### config.mk
export PLATFORM = sky130hd
export DESIGN_NAME = sonuc_bcd
export DESIGN_NICKNAME = d
export VERILOG_FILES = /design/src/rtl/sonuc_bcd.sv
export SDC_FILE = /design/constraint.sdc
export NUM_CORES = 1
export LEC_CHECK = 0
export ABC_AREA = 1
export CORE_AREA = 2 2 168 137
export CTS_CLUSTER_SIZE = 8
export DETAILED_ROUTE_END_ITERATION = 16
export DIE_AREA = 0 0 170 139
export PLACE_DENSITY_LB_ADDON = 0.08
export RECOVER_POWER = 25
export SYNTH_ARGS = -nofsm -noshare
export SYNTH_HDL_FRONTEND = slang
export SYNTH_SLANG_ARGS = --single-unit
### constraint.sdc
create_clock -name clk -period 2.35 [get_ports clk]
set_input_delay 0.47 -clock clk [delete_from_list [all_inputs] [get_ports clk]]
set_output_delay 0.47 -clock clk [all_outputs]
set_load 0.05 [all_outputs]
### src/rtl/sonuc_bcd.sv
// +----------------------------------------------------------------------------+
// | sonuc_bcd : signed 32.32 fixed-point to sign + 10.4 BCD digit converter     |
// | Optional: SONUC_BCD_SIFIR_BASTIR_EN blanks leading integer zeros (4'hF)     |
// | Revision : 1.0                                                              |
// +----------------------------------------------------------------------------+
`default_nettype none

module sonuc_bcd (
  input  logic        clk,
  input  logic        rst,
  input  logic        basla,
  input  logic [63:0] sonuc,
  input  logic        tasma,
  output logic        hazir,
  output logic        gecerli,
  output logic        isaret,
  output logic [39:0] tam_bcd,
  output logic [15:0] kusurat_bcd,
  output logic        hata
);

  localparam logic [1:0] BOS     = 2'd0;
  localparam logic [1:0] TAM     = 2'd1;
  localparam logic [1:0] KUSURAT = 2'd2;
  localparam logic [1:0] BITTI   = 2'd3;

  logic [1:0]  r_state;
  logic [5:0]  r_cnt;
  logic [31:0] r_int_sr;
  logic [31:0] r_frac;
  logic [39:0] r_bcd;
  logic [15:0] r_kus;
  logic        r_isaret;
  logic        r_hata;

  logic [63:0] w_mag;
  logic [39:0] w_adj;
  logic [35:0] w_f10;
  logic [39:0] w_tam_out;

  assign w_mag = sonuc[63] ? (~sonuc + 64'd1) : sonuc;
  assign w_f10 = ({4'd0, r_frac} << 3) + ({4'd0, r_frac} << 1);
  assign hazir = (r_state == BOS);

  // Double-dabble correction: every digit >= 5 gets +3 before the shift.
  always_comb begin
    w_adj = r_bcd;
    for (int i = 0; i < 10; i++) begin
      if (r_bcd[i*4 +: 4] >= 4'd5)
        w_adj[i*4 +: 4] = r_bcd[i*4 +: 4] + 4'd3;
    end
  end

`ifdef SONUC_BCD_SIFIR_BASTIR_EN
  // Blank zeros from the top down until the first non-zero digit; digit 0 always shown.
  always_comb begin
    logic lead;
    w_tam_out = r_bcd;
    lead      = 1'b1;
    for (int i = 9; i > 0; i--) begin
      if (lead && (r_bcd[i*4 +: 4] == 4'd0))
        w_tam_out[i*4 +: 4] = 4'hF;
      else
        lead = 1'b0;
    end
  end
`else
  always_comb begin
    w_tam_out = r_bcd;
  end
`endif

  always_ff @(posedge clk) begin
    if (rst) begin
      r_state     <= BOS;
      r_cnt       <= 6'd0;
      r_int_sr    <= 32'd0;
      r_frac      <= 32'd0;
      r_bcd       <= 40'd0;
      r_kus       <= 16'd0;
      r_isaret    <= 1'b0;
      r_hata      <= 1'b0;
      gecerli     <= 1'b0;
      isaret      <= 1'b0;
      tam_bcd     <= 40'd0;
      kusurat_bcd <= 16'd0;
      hata        <= 1'b0;
    end else begin
      gecerli <= 1'b0;
      case (r_state)
        BOS: begin
          if (basla) begin
            r_int_sr <= w_mag[63:32];
            r_frac   <= w_mag[31:0];
            r_isaret <= sonuc[63];
            r_hata   <= tasma;
            r_bcd    <= 40'd0;
            r_kus    <= 16'd0;
            r_cnt    <= 6'd0;
            r_state  <= TAM;
          end
        end
        TAM: begin
          r_bcd    <= {w_adj[38:0], r_int_sr[31]};
          r_int_sr <= {r_int_sr[30:0], 1'b0};
          if (r_cnt == 6'd31) begin
            r_cnt   <= 6'd0;
            r_state <= KUSURAT;
          end else begin
            r_cnt <= r_cnt + 6'd1;
          end
        end
        KUSURAT: begin
          // Each x10 step pushes the next decimal digit in from the right.
          r_kus  <= {r_kus[11:0], w_f10[35:32]};
          r_frac <= w_f10[31:0];
          if (r_cnt == 6'd3) begin
            r_cnt   <= 6'd0;
            r_state <= BITTI;
          end else begin
            r_cnt <= r_cnt + 6'd1;
          end
        end
        BITTI: begin
          tam_bcd     <= w_tam_out;
          kusurat_bcd <= r_kus;
          isaret      <= r_isaret;
          hata        <= r_hata;
          gecerli     <= 1'b1;
          r_state     <= BOS;
        end
        default: r_state <= BOS;
      endcase
    end
  end

endmodule

`default_nettype wire

power_grid.png
Scale: 3 px per um. Pins as bars on the die edge.
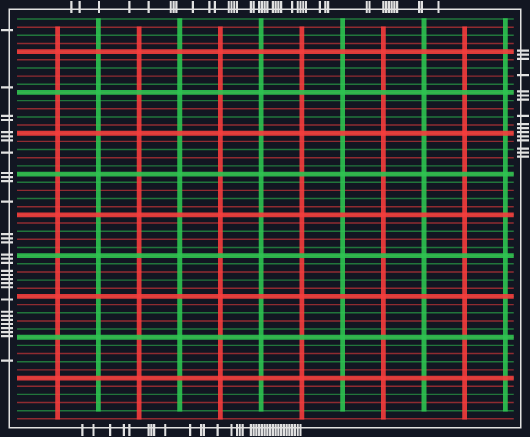
Key: green = VDD; red = VSS
50 met1 rails follow the rows. 9 straps on met5. 12 straps on met4. The core has 49 rows. 128 signal pins sit on the boundary.
DIE WIDTH: 170 um
Die Ht: 139 um
Core ar.: 22100 um2

congestion.png
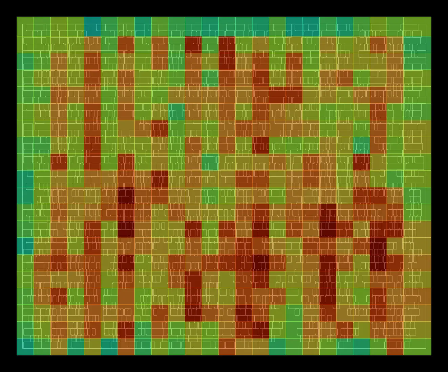
met1 usage in global routing: 0.437
M2 GR Usage: 0.520
routing usage on met3: 0.0511
Avg WL per Cell: 15.2 um
gr usage total: 0.323

clk_routes.png
Scale: 3 px per um.
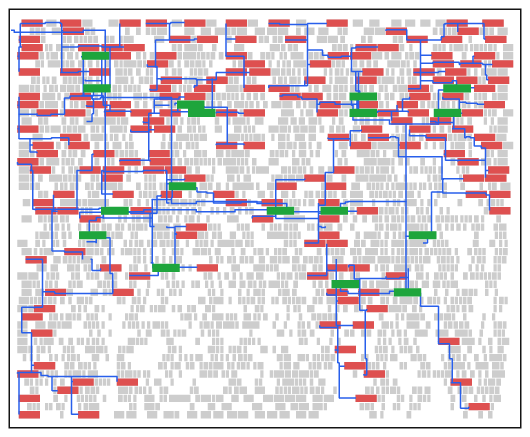
Key: green = clock drivers [count 17]; blue = clock wires [length 2370 um]; red = flip-flops [count 189]
Position of the flops: widely spread.
clk pwr: 2.99 mW
worst clock skew: 0.0147 ns

cell_density.png
Scale: 1.5 px per um. 17 x 14 tiles, from white (low) to dark blue (high), 0 to 100% covered.
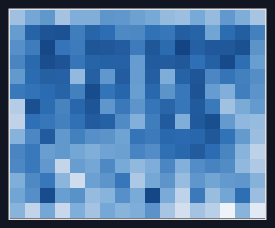
28% of the tiles are over 75% full. The fullest tile reaches 92%. The mean over all tiles is 62%.

layer_met4.png
Scale: 2 px per um.
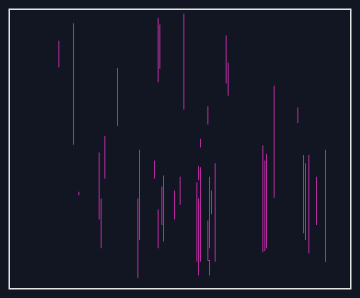
36 nets have wire on it. The wires run mostly vertical. The layer carries 1200 um of wire. The layer holds 3.2% of the routed length. The longest straight run is 60.5 um.

==> run_results.csv <==
group,metric,value,unit
final_layout,final_common_cell,"nand2_1",
final_layout,design_area,15000,um2
logic_synthesis,logic_family,"simple AND/OR/NAND/NOR gates",
power_and_ir_drop,cellInternalPower,7.57,mW
global_route,grt_pass1_wl,62000,um
floorplan,ios,128,
routing,via_count,13800,
final_layout,comb_cells,1574,
final_layout,mi_logic_area,7630,um2
placement,placed_area,14500,um2
clock_network,cts-buffers-inserted,17,
critical_path,arrival,2.59,ns
logic_synthesis,ys_ff,189,
power_and_ir_drop,p_switching,6.36,mW
critical_path,crit_type,"reg -> reg",
logic_synthesis,syn_inst,2044,
logic_synthesis,ys_sh_xor,0.00982,
clock_network,htree_levels,4,
clock_network,clock-sinks,189,
logic_synthesis,synth_seq_share,0.303,
final_timing,slew_headroom,0.626,
outcome,outcome,"complete, no violations",
logic_synthesis,ys_warn_count,0,
final_timing,finalMaxSlewViolations,0,
clock_network,clk_latency,0.45,ns
final_layout,insertedDiodeCount,0,
clock_network,root_buffer,"clkbuf_16",
critical_path,critPathCapture,"r_kus[3]",
clock_network,cts_setup_buffers,0,
final_layout,stdcell_count,2484,
final_timing,finalSetupTns,0,ns
routing,wl_met1,17200,um
logic_synthesis,synth_area,12500,um2
final_timing,setup_slack,0.131,ns
logic_synthesis,yosysMostFrequentCell,"nand2_1",
final_layout,clkbuf_count,18,
critical_path,start_kind,"flip-flop",
placement,gp_congestion,1.01,
flow_run,max_cap_violations,0,
logic_synthesis,synthDistinctLibCells,39,
final_layout,comb_share,0.507,
clock_network,cts_hold_buf,0,
final_timing,final.min_clock_period,2.22,ns
final_layout,clk_share,0.0408,
clock_network,clock_tree.buffer_depth,2,
final_layout,final_core_util,0.682,
logic_synthesis,ys_top_cells_by_count,"nand2_1, nor2_1, a21oi_1",
logic_synthesis,synthTopCellsByArea,"dfxtp_1, nand2_1, nor2_1",
logic_synthesis,fp_nets,2170,
logic_synthesis,synth_area_leader_cell,"dfxtp_1",
final_layout,fillers,2023,
flow_run,warnings,40,
routing,wl,37800,um
logic_synthesis,async_reset_ff_frac,0,
clock_network,cts_tree,"built",
Power figures rest on the tool's default switching activity, not on a simulated workload.
